**config.mk**
```make
export PLATFORM = sky130hd
export DESIGN_NAME = flit_recv_endpoint_flat
export DESIGN_NICKNAME = d
export VERILOG_FILES = /design/src/rtl/connect_flit_pkg.sv /design/src/rtl/flit_recv_endpoint_if.sv /design/src/rtl/flit_vc_fifo.sv /design/src/rtl/flit_recv_endpoint.sv /design/src/flat_wrapper.sv
export SDC_FILE = /design/constraint.sdc
export NUM_CORES = 1
export LEC_CHECK = 0
export CORE_MARGIN = 2
export CORE_UTILIZATION = 33
export CTS_BUF_LIST = sky130_fd_sc_hd__clkbuf_16
export DETAILED_ROUTE_END_ITERATION = 6
export GPL_TIMING_DRIVEN = 0
export HOLD_SLACK_MARGIN = 0.02
export MAX_ROUTING_LAYER = met4
export PLACE_DENSITY = 0.57
export SLEW_MARGIN = 15
export SYNTH_ARGS = -nofsm -noshare
export SYNTH_HDL_FRONTEND = slang
export SYNTH_SLANG_ARGS = --single-unit
```
**constraint.sdc**
```tcl
create_clock -name clock -period 2.7 [get_ports clock]
set_clock_uncertainty 0.05 [all_clocks]
set_input_delay 0.81 -clock clock [delete_from_list [all_inputs] [get_ports clock]]
set_output_delay 0.81 -clock clock [all_outputs]
set_load 0.005 [all_outputs]
```
**src/rtl/connect_flit_pkg.sv**
```systemverilog
// Shared flit/credit definitions for the send and receive sides of the
// flit network: default widths, flit field offsets, and packed flit/credit
// types. Blocks built with non-default parameters derive their own widths
// using the same helper functions, so the layouts always agree.
package connect_flit_pkg;

    localparam int NUM_VCS_DEF         = 2;
    localparam int FLIT_DATA_WIDTH_DEF = 40;
    localparam int DEST_BITS_DEF       = 2;
    localparam int BUF_DEPTH_DEF       = 4;

    // A VC field always has at least one bit, even when there is a single VC.
    function automatic int vc_bits(input int nvc);
        return (nvc <= 2) ? 1 : $clog2(nvc);
    endfunction

    function automatic int flit_w(input int nvc, input int dw, input int db);
        return 2 + dw + db + vc_bits(nvc);
    endfunction

    function automatic int credit_w(input int nvc);
        return 1 + vc_bits(nvc);
    endfunction

    localparam int VC_BITS_DEF  = vc_bits(NUM_VCS_DEF);
    localparam int FLIT_W_DEF   = flit_w(NUM_VCS_DEF, FLIT_DATA_WIDTH_DEF, DEST_BITS_DEF);
    localparam int CREDIT_W_DEF = credit_w(NUM_VCS_DEF);

    // Flit layout, MSB first: {valid, tail, dest, vc, data}
    localparam int FLIT_DATA_LSB  = 0;
    localparam int FLIT_VC_LSB    = FLIT_DATA_LSB + FLIT_DATA_WIDTH_DEF;
    localparam int FLIT_DEST_LSB  = FLIT_VC_LSB + VC_BITS_DEF;
    localparam int FLIT_TAIL_BIT  = FLIT_DEST_LSB + DEST_BITS_DEF;
    localparam int FLIT_VALID_BIT = FLIT_TAIL_BIT + 1;

    typedef struct packed {
        logic                           valid;
        logic                           tail;
        logic [DEST_BITS_DEF-1:0]       dest;
        logic [VC_BITS_DEF-1:0]         vc;
        logic [FLIT_DATA_WIDTH_DEF-1:0] data;
    } flit_t;

    typedef struct packed {
        logic                   valid;
        logic [VC_BITS_DEF-1:0] vc;
    } credit_t;

    typedef enum logic {
        SEL_IDLE   = 1'b0,
        SEL_LOCKED = 1'b1
    } sel_state_e;

endpackage

```
**src/rtl/flit_recv_endpoint_if.sv**
```systemverilog
// Network-side and user-side signals of the flit receive endpoint.
// master: the environment (network port + user logic); slave: the endpoint.
interface flit_recv_endpoint_if
    import connect_flit_pkg::*;
#(
    parameter int NUM_VCS         = NUM_VCS_DEF,
    parameter int FLIT_DATA_WIDTH = FLIT_DATA_WIDTH_DEF,
    parameter int DEST_BITS       = DEST_BITS_DEF
);
    localparam int VC_BITS  = vc_bits(NUM_VCS);
    localparam int FLIT_W   = flit_w(NUM_VCS, FLIT_DATA_WIDTH, DEST_BITS);
    localparam int CREDIT_W = credit_w(NUM_VCS);

    logic [FLIT_W-1:0]          flit_in;
    logic [CREDIT_W-1:0]        credit_out;
    logic                       credit_out_en;
    logic                       out_valid;
    logic                       out_ready;
    logic [FLIT_DATA_WIDTH-1:0] out_data;
    logic                       out_tail;
    logic [VC_BITS-1:0]         out_vc;

    modport master (
        output flit_in, out_ready,
        input  credit_out, credit_out_en, out_valid, out_data, out_tail, out_vc
    );

    modport slave (
        input  flit_in, out_ready,
        output credit_out, credit_out_en, out_valid, out_data, out_tail, out_vc
    );

endinterface

```
**src/rtl/flit_vc_fifo.sv**
```systemverilog
// Single-VC flit buffer: power-of-two depth, wrapping pointers and an
// occupancy counter with DEPTH+1 states. The caller guarantees no write
// when full (unless a read happens the same cycle) and no read when empty.
module flit_vc_fifo #(
    parameter int WIDTH = 41,
    parameter int DEPTH = 4
)(
    input  logic                         clock,
    input  logic                         reset,
    input  logic                         wr_en,
    input  logic [WIDTH-1:0]             wr_data,
    input  logic                         rd_en,
    output logic [WIDTH-1:0]             rd_data,
    output logic [$clog2(DEPTH+1)-1:0]   count,
    output logic                         full,
    output logic                         empty
);
    localparam int PTR_W = $clog2(DEPTH);

    logic [DEPTH-1:0][WIDTH-1:0] mem;
    logic [PTR_W-1:0]            wptr;
    logic [PTR_W-1:0]            rptr;

    // Storage array; contents are only meaningful where count says so.
    always_ff @(posedge clock) begin
        if (wr_en) mem[wptr] <= wr_data;
    end

    // Pointers and occupancy.
    always_ff @(posedge clock or negedge reset) begin
        if (!reset) begin
            wptr  <= '0;
            rptr  <= '0;
            count <= '0;
        end else begin
            if (wr_en) wptr <= wptr + 1'b1;
            if (rd_en) rptr <= rptr + 1'b1;
            case ({wr_en, rd_en})
                2'b10:   count <= count + 1'b1;
                2'b01:   count <= count - 1'b1;
                default: count <= count;
            endcase
        end
    end

    assign rd_data = mem[rptr];
    assign full    = (count == ($clog2(DEPTH+1))'(DEPTH));
    assign empty   = (count == '0);

endmodule

```
**src/rtl/flit_recv_endpoint.sv**
```systemverilog
// Flit receive endpoint: buffers incoming flits per VC, presents one flit at a
// time to the user with packet-atomic round-robin selection across VCs, and
// returns one credit per dequeued flit. Flits hitting a full VC are dropped
// and raise a sticky overflow flag.
// Optional build macro FLIT_RECV_STATS_EN adds stat_flits/stat_pkts counters.
module flit_recv_endpoint
    import connect_flit_pkg::*;
#(
    parameter int NUM_VCS         = NUM_VCS_DEF,
    parameter int FLIT_DATA_WIDTH = FLIT_DATA_WIDTH_DEF,
    parameter int DEST_BITS       = DEST_BITS_DEF,
    parameter int BUF_DEPTH       = BUF_DEPTH_DEF
)(
    input  logic                 clock,
    input  logic                 reset,
    flit_recv_endpoint_if.slave  bus,
    output logic                 error_overflow
`ifdef FLIT_RECV_STATS_EN
    ,
    output logic [31:0]          stat_flits,
    output logic [31:0]          stat_pkts
`endif
);
    localparam int VC_BITS = vc_bits(NUM_VCS);
    localparam int ENTRY_W = 1 + FLIT_DATA_WIDTH;   // {tail, data}
    localparam int CNT_W   = $clog2(BUF_DEPTH + 1);

    typedef struct packed {
        logic                       valid;
        logic                       tail;
        logic [DEST_BITS-1:0]       dest;
        logic [VC_BITS-1:0]         vc;
        logic [FLIT_DATA_WIDTH-1:0] data;
    } rx_flit_t;

    rx_flit_t fin;
    assign fin = bus.flit_in;

    // Destination was already used by the network for routing.
    logic unused_dest;
    assign unused_dest = ^fin.dest;

    logic [NUM_VCS-1:0]              hit, room, wr_en, rd_en, ovf, full, empty;
    logic [NUM_VCS-1:0][ENTRY_W-1:0] head;
    logic [NUM_VCS-1:0][CNT_W-1:0]   count;

    sel_state_e         state_q, state_d;
    logic [VC_BITS-1:0] lock_vc_q, lock_vc_d;
    logic [VC_BITS-1:0] rr_ptr_q, rr_ptr_d;    // highest-priority VC in IDLE
    logic [VC_BITS-1:0] sel, cand;
    logic               sel_any, deq, deq_tail;
    logic               credit_vld_q;
    logic [VC_BITS-1:0] credit_vc_q;

    for (genvar v = 0; v < NUM_VCS; v++) begin : g_vc
        assign hit[v]   = fin.valid && (fin.vc == VC_BITS'(v));
        assign rd_en[v] = deq && (sel == VC_BITS'(v));
        assign room[v]  = (count[v] < CNT_W'(BUF_DEPTH));
        // A dequeue in the same cycle frees the slot this write needs.
        assign wr_en[v] = hit[v] && (room[v] || rd_en[v]);
        assign ovf[v]   = hit[v] && full[v] && !rd_en[v];

        flit_vc_fifo #(
            .WIDTH (ENTRY_W),
            .DEPTH (BUF_DEPTH)
        ) u_fifo (
            .clock   (clock),
            .reset   (reset),
            .wr_en   (wr_en[v]),
            .wr_data ({fin.tail, fin.data}),
            .rd_en   (rd_en[v]),
            .rd_data (head[v]),
            .count   (count[v]),
            .full    (full[v]),
            .empty   (empty[v])
        );
    end

    // Selector state: IDLE/LOCKED, locked VC and round-robin pointer.
    always_ff @(posedge clock or negedge reset) begin
        if (!reset) begin
            state_q   <= SEL_IDLE;
            lock_vc_q <= '0;
            rr_ptr_q  <= '0;
        end else begin
            state_q   <= state_d;
            lock_vc_q <= lock_vc_d;
            rr_ptr_q  <= rr_ptr_d;
        end
    end

    // Lock on a non-tail dequeue, unlock on a tail; pointer moves past the served VC.
    always_comb begin
        state_d   = state_q;
        lock_vc_d = lock_vc_q;
        rr_ptr_d  = rr_ptr_q;
        if (deq) begin
            rr_ptr_d = (int'(sel) == NUM_VCS - 1) ? '0 : sel + 1'b1;
            if (deq_tail) begin
                state_d = SEL_IDLE;
            end else begin
                state_d   = SEL_LOCKED;
                lock_vc_d = sel;
            end
        end
    end

    // Pick the presented VC: the locked one only, or round-robin from rr_ptr.
    always_comb begin
        sel     = '0;
        sel_any = 1'b0;
        cand    = '0;
        if (state_q == SEL_LOCKED) begin
            sel     = lock_vc_q;
            sel_any = !empty[lock_vc_q];
        end else begin
            // Scan lowest priority first so the highest-priority hit wins.
            for (int i = NUM_VCS - 1; i >= 0; i--) begin
                cand = VC_BITS'((int'(rr_ptr_q) + i) % NUM_VCS);
                if (!empty[cand]) begin
                    sel     = cand;
                    sel_any = 1'b1;
                end
            end
        end
    end

    assign deq      = sel_any && bus.out_ready;
    assign deq_tail = deq && head[sel][ENTRY_W-1];

    assign bus.out_valid = sel_any;
    assign bus.out_data  = sel_any ? head[sel][FLIT_DATA_WIDTH-1:0] : '0;
    assign bus.out_tail  = sel_any && head[sel][ENTRY_W-1];
    assign bus.out_vc    = sel_any ? sel : '0;

    // One registered credit per dequeue, returned the edge after it.
    always_ff @(posedge clock or negedge reset) begin
        if (!reset) begin
            credit_vld_q <= 1'b0;
            credit_vc_q  <= '0;
        end else begin
            credit_vld_q <= deq;
            credit_vc_q  <= deq ? sel : '0;
        end
    end

    assign bus.credit_out    = {credit_vld_q, credit_vc_q};
    assign bus.credit_out_en = credit_vld_q;

    // Sticky overflow flag; only reset clears it.
    always_ff @(posedge clock or negedge reset) begin
        if (!reset) error_overflow <= 1'b0;
        else        error_overflow <= error_overflow | (|ovf);
    end

`ifdef FLIT_RECV_STATS_EN
    // Dequeued flit and packet counters, free-running modulo 2^32.
    always_ff @(posedge clock or negedge reset) begin
        if (!reset) begin
            stat_flits <= '0;
            stat_pkts  <= '0;
        end else begin
            stat_flits <= stat_flits + 32'(deq);
            stat_pkts  <= stat_pkts + 32'(deq_tail);
        end
    end
`endif

endmodule

```
**src/flat_wrapper.sv**
```systemverilog
// flat-port wrapper written by rule: the top's interface ports become plain ports
module flit_recv_endpoint_flat import connect_flit_pkg::*;
#(
    parameter int NUM_VCS         = NUM_VCS_DEF,
    parameter int FLIT_DATA_WIDTH = FLIT_DATA_WIDTH_DEF,
    parameter int DEST_BITS       = DEST_BITS_DEF,
    parameter int BUF_DEPTH       = BUF_DEPTH_DEF
)
  (clock, reset, error_overflow, bus_flit_in, bus_out_ready, bus_credit_out, bus_credit_out_en, bus_out_valid, bus_out_data, bus_out_tail, bus_out_vc);
  flit_recv_endpoint_if #(.NUM_VCS(NUM_VCS), .FLIT_DATA_WIDTH(FLIT_DATA_WIDTH), .DEST_BITS(DEST_BITS)) bus_i ();
  input  logic clock;
  input  logic reset;
  output logic error_overflow;
  input wire logic [$bits(bus_i.flit_in)-1:0] bus_flit_in;
  input wire logic [$bits(bus_i.out_ready)-1:0] bus_out_ready;
  output wire logic [$bits(bus_i.credit_out)-1:0] bus_credit_out;
  output wire logic [$bits(bus_i.credit_out_en)-1:0] bus_credit_out_en;
  output wire logic [$bits(bus_i.out_valid)-1:0] bus_out_valid;
  output wire logic [$bits(bus_i.out_data)-1:0] bus_out_data;
  output wire logic [$bits(bus_i.out_tail)-1:0] bus_out_tail;
  output wire logic [$bits(bus_i.out_vc)-1:0] bus_out_vc;
  assign bus_i.flit_in = bus_flit_in;
  assign bus_i.out_ready = bus_out_ready;
  assign bus_credit_out = bus_i.credit_out;
  assign bus_credit_out_en = bus_i.credit_out_en;
  assign bus_out_valid = bus_i.out_valid;
  assign bus_out_data = bus_i.out_data;
  assign bus_out_tail = bus_i.out_tail;
  assign bus_out_vc = bus_i.out_vc;
  flit_recv_endpoint #(.NUM_VCS(NUM_VCS), .FLIT_DATA_WIDTH(FLIT_DATA_WIDTH), .DEST_BITS(DEST_BITS), .BUF_DEPTH(BUF_DEPTH)) u_core (.clock(clock), .reset(reset), .bus(bus_i), .error_overflow(error_overflow));
endmodule
```
Figure 1. Wiring by layer.
Scale bar: 50 µm. Two of the layers only.
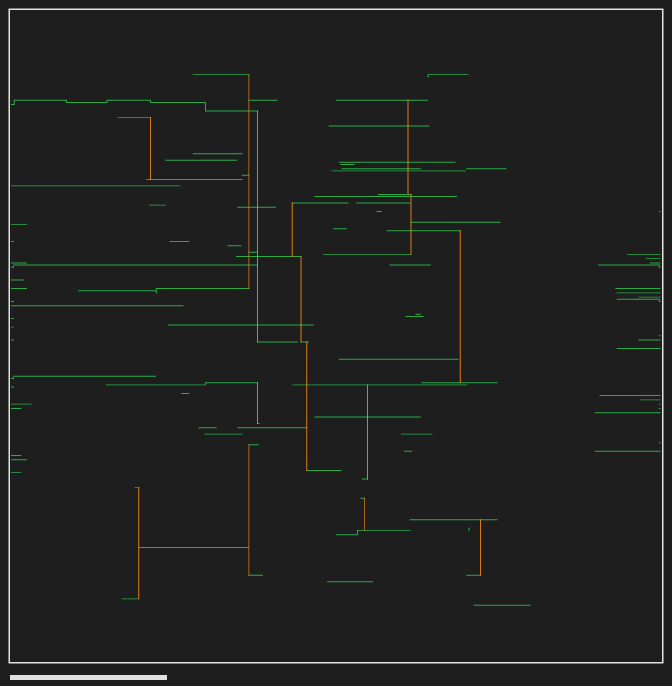
[M3] green | wire length: 1600 µm
[M4] orange | wire length: 491 µm
final wirelength: 33.0 mm
drt wl/cell: 23.2 µm
GRT Total Usage: 15.3%
Vias: 6884

Figure 2. Routing congestion.
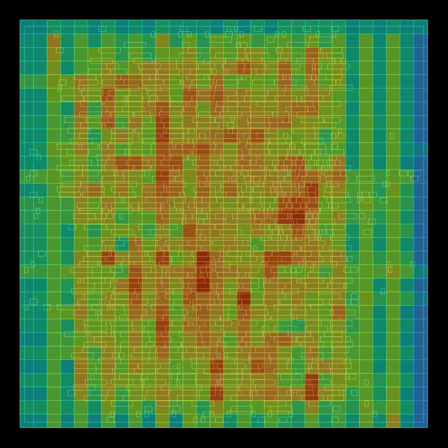
Core Util, Final: 42.9%
GR peak layer: met2

Figure 3. Wiring heat map.
The die is cut into 21 by 21 equal tiles; white is low, dark blue is high, scaled to the fullest tile. Values are wire area over tile area, all layers added.
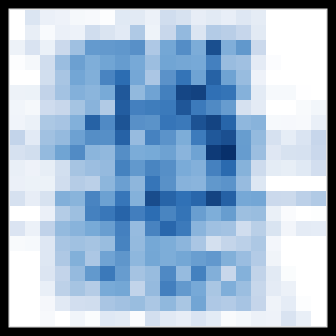
mean over tiles: 0.12
emptiest ninth of the die: north-east
fullest tile: 0.36
tiles over half the peak: 28%

==> impl_metrics.yaml <==
# implementation run metrics
status:
  outcome: "complete, but fails checks"
  violations: "setup timing"
min_path:
  hold_start: "u_core.error_overflow$_DFF_PN0_"
  min_path_type: "reg -> reg"
final_layout:
  lay_top_count: "edfxtp_1"
  syn_to_final_growth_pct: 28.5
  finalNetCount: 924
  final_cells: 1423
  drive_above_1_share_pct: 43.2
  lay_top_cells: "328 x edfxtp_1, 82 x mux4_2, 49 x clkdlybuf4s50_1, 38 x clkbuf_16, 34 x nand2_1"
synth:
  syn_inst: 675
  top_cell_area_share_pct: 72.3
  ys_types: 39
  synth-area-yosys_um2: 13600
  synth-simple-area-share_pct: 3.73
  synth_flops: 348
  topCellsByArea: "edfxtp_1 72%, mux4_2 14%, dfrtp_1 3.7%"
  synth_nets: 735
  postSynthAreaPerCell_um2: 20.2
  synth_top_cell_by_area: "edfxtp_1"
  edf_count: 328
  synth_area_um2: 13600
  synth.logic.top_family: "multiplexers"
  xor_share_pct: 0.771
  synthMuxAreaShare_pct: 14.0
place:
  io_buffers: 92
  dp_hpwl_mm: 16.2
  place_ws_ns: -0.818
worst_setup_path:
  critPathLaunchType: "register"
  ff2ff_path_depth: 13
  cpMaxStageDelayCell: "or3_4"
  crit_arrival_ns: 2.48
  crit_required_ns: 1.84
  r2r_start: "u_core.g_vc[0].u_fifo.count[0]$_DFFE_PN0P_"
  crit_chain: "or3_4 -> buf_6 -> a211o_1 -> buf_12 -> buf_6 -> mux2i_4 -> nor2_1 -> buf_2"
  timing.critical_path.buf_inv: 4
  cp_max_fo: 7
floorplanning:
  die_area_um2: 42900
  ios: 95
  fp_util_pct: 33.4
  die_y_um: 207
  core-area_um2: 40800
power:
  combinationalPowerShare_pct: 45.8
  p_leak_nw: 5.96
  p_sw_mw: 7.00
  seq_power_share_pct: 32.6
timing:
  rsz0062_at_grt: "yes"
  drv_slew: 0
  fin_crit_ns: 3.34
  slew_headroom_pct: 35.6
  hold_viol: 0
  setup_viol: 45
  finalCritPeriodShare_pct: 124
  setup_tns_ns: -23.72
  setup_slack_ns: -0.640
detailed_routing:
  drtPass1Iterations: 5
  drt_iter0_drc: 487
  viasPerCell: 4.84
global_routing:
  antenna_found_initial: 3
  grt_overflow: 0
  grt_pass1_vias: 7174
  met2_usage_pct: 23.7
clock_tree:
  clock-sinks: 348
job:
  openroad.warnings: 36
Figure 4. Signal wires on met1.
Scale bar: 50 µm. Cells faint in the background.
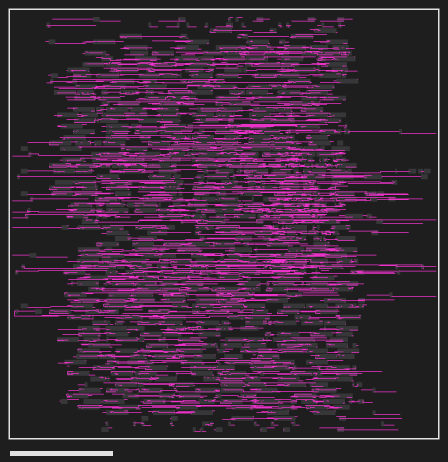
nets with wire on the layer: 864
share of all routed wire: 46%
wire length on this layer: 15200 µm
met1 GRT Util: 21.2%

Figure 5. A small window of the routed layout.
Scale bar: 5 µm. Region (145, 145) to (165, 165) µm. Cells in gray, sequential cells in the stronger gray; small squares are vias.
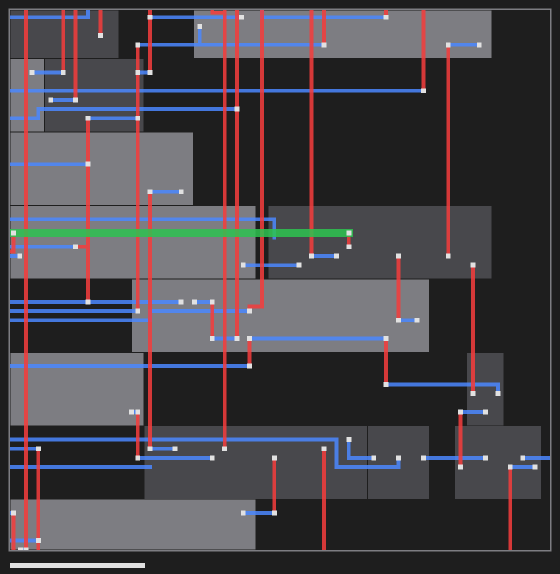
[M1] blue
[M3] green
[M2] red
sequential cells in the window: 5
cells with their middle in the window: 11
netlist names of flops here include: u_core.g_vc.u_fifo.mem (5)
most frequent: edfxtp_1 (5), mux4_2 (2)

## through the flow
stage | cell area (µm²) | hold WS [ns]
4_1_cts | 17200 | 0.434
6_report | 17500 | 0.434
3_3_place_gp | 15200 | 0.418
2_1_floorplan | 13600 | 0.410
3_5_place_dp | 15200 | 0.421
5_1_grt | 17500 | 0.476
## state kept, by name (all words and copies together), names as in the netlist
register                  flops
u_core.bus.credit_out_en      1
u_core.rr_ptr_q               1
u_core.g_vc.u_fifo.wptr       4
u_core.error_overflow         1
u_core.state_q                1
u_core.credit_vc_q            1
u_core.g_vc.u_fifo.count      6
u_core.g_vc.u_fifo.rptr       4
u_core.g_vc.u_fifo.mem      328
u_core.lock_vc_q              1
## power groups by stage
| stage | Sequential (mW) | Clock (mW) | Combinational [mW] |
|---|---|---|---|
| after global routing | 6.85 | 4.80 | 10.3 |
| after CTS | 6.79 | 4.60 | 9.13 |
| after global placement | 6.89 | 0 | 7.16 |
| after floorplan | 6.83 | 0 | 3.95 |
| final | 6.79 | 4.51 | 9.55 |
| after detailed placement | 6.90 | 0 | 7.19 |
## routing by layer
layer | part of all wire, % | wire length (µm)
met1 | 46 | 15200
met2 | 48 | 15700
met3 | 4.9 | 1600
met4 | 1.5 | 490
met5 | 0 | 0
## timing repair
action                                  CTS  global route
resized                                 314            82
gates cloned                             10             5
buffers inserted                         32            18
endpoints found under the hold margin     0             0
endpoints found under the setup margin  209           211
pin swaps                                31            25
## worst reg2reg max path, cell delays in order, from the launching register on
cell and delay, ns:
dfrtp_1 0.38, or3_4 0.44, buf_6 0.14, a211o_1 0.33, buf_12 0.17, buf_6 0.13
buf_4 0.14, nor3_4 0.24, ha_2 0.23, inv_2 0.04, fa_2 0.34, xor2_1 0.16
nor2_1 0.12, xor2_1 0.14
## final cells by class
cell class                 instances  area [µm²]
inverter                          15        56.3
clock inverter                    25         128
fill                            3521       23300
antenna                            3        7.51
tap                              532         666
clock buffer                      37         926
multi-input combinational        285        3650
timing repair buffer             144        1360
buffer                            34         359
sequential                       348       10400
## cell usage after synthesis, drive strengths merged (2+ instances only)
cell type and n:
edfxtp 328, nor4b 2, xnor2 4, inv 15, fa 2, a211o 2
o41ai 2, nor2 6, nor3 4, nor4 2, and2 8, ha 10
or3 2, a21oi 42, mux2 3, dfrtp 20, xor2 8, nand2 84
mux2i 3, o21ai 2, nand2b 2, clkbuf 10, mux4 82, buf 26
## how the worst max path moves through the flow
stage | start | to | slack (ns) | depth (start not counted)
after floorplan | u_core.g_vc[0].u_fifo.count[2]$_DFFE_PN0P_ | u_core.g_vc[1].u_fifo.count[2]$_DFFE_PN0P_ | 0.22 | 10
after global placement | bus_out_ready | u_core.g_vc[0].u_fifo.mem[114]$_DFFE_PP_ | -1.13 | 4
after detailed placement | u_core.g_vc[0].u_fifo.count[2]$_DFFE_PN0P_ | bus_out_data[8] | -0.82 | 6
after CTS | u_core.state_q$_DFFE_PN0P_ | bus_out_data[14] | -0.65 | 9
after global routing | u_core.g_vc[0].u_fifo.count[2]$_DFFE_PN0P_ | bus_out_tail | -0.73 | 8
final | u_core.g_vc[0].u_fifo.count[0]$_DFFE_PN0P_ | bus_out_tail | -0.64 | 8
No activity file was given, so power comes from the tool's default toggle rates.
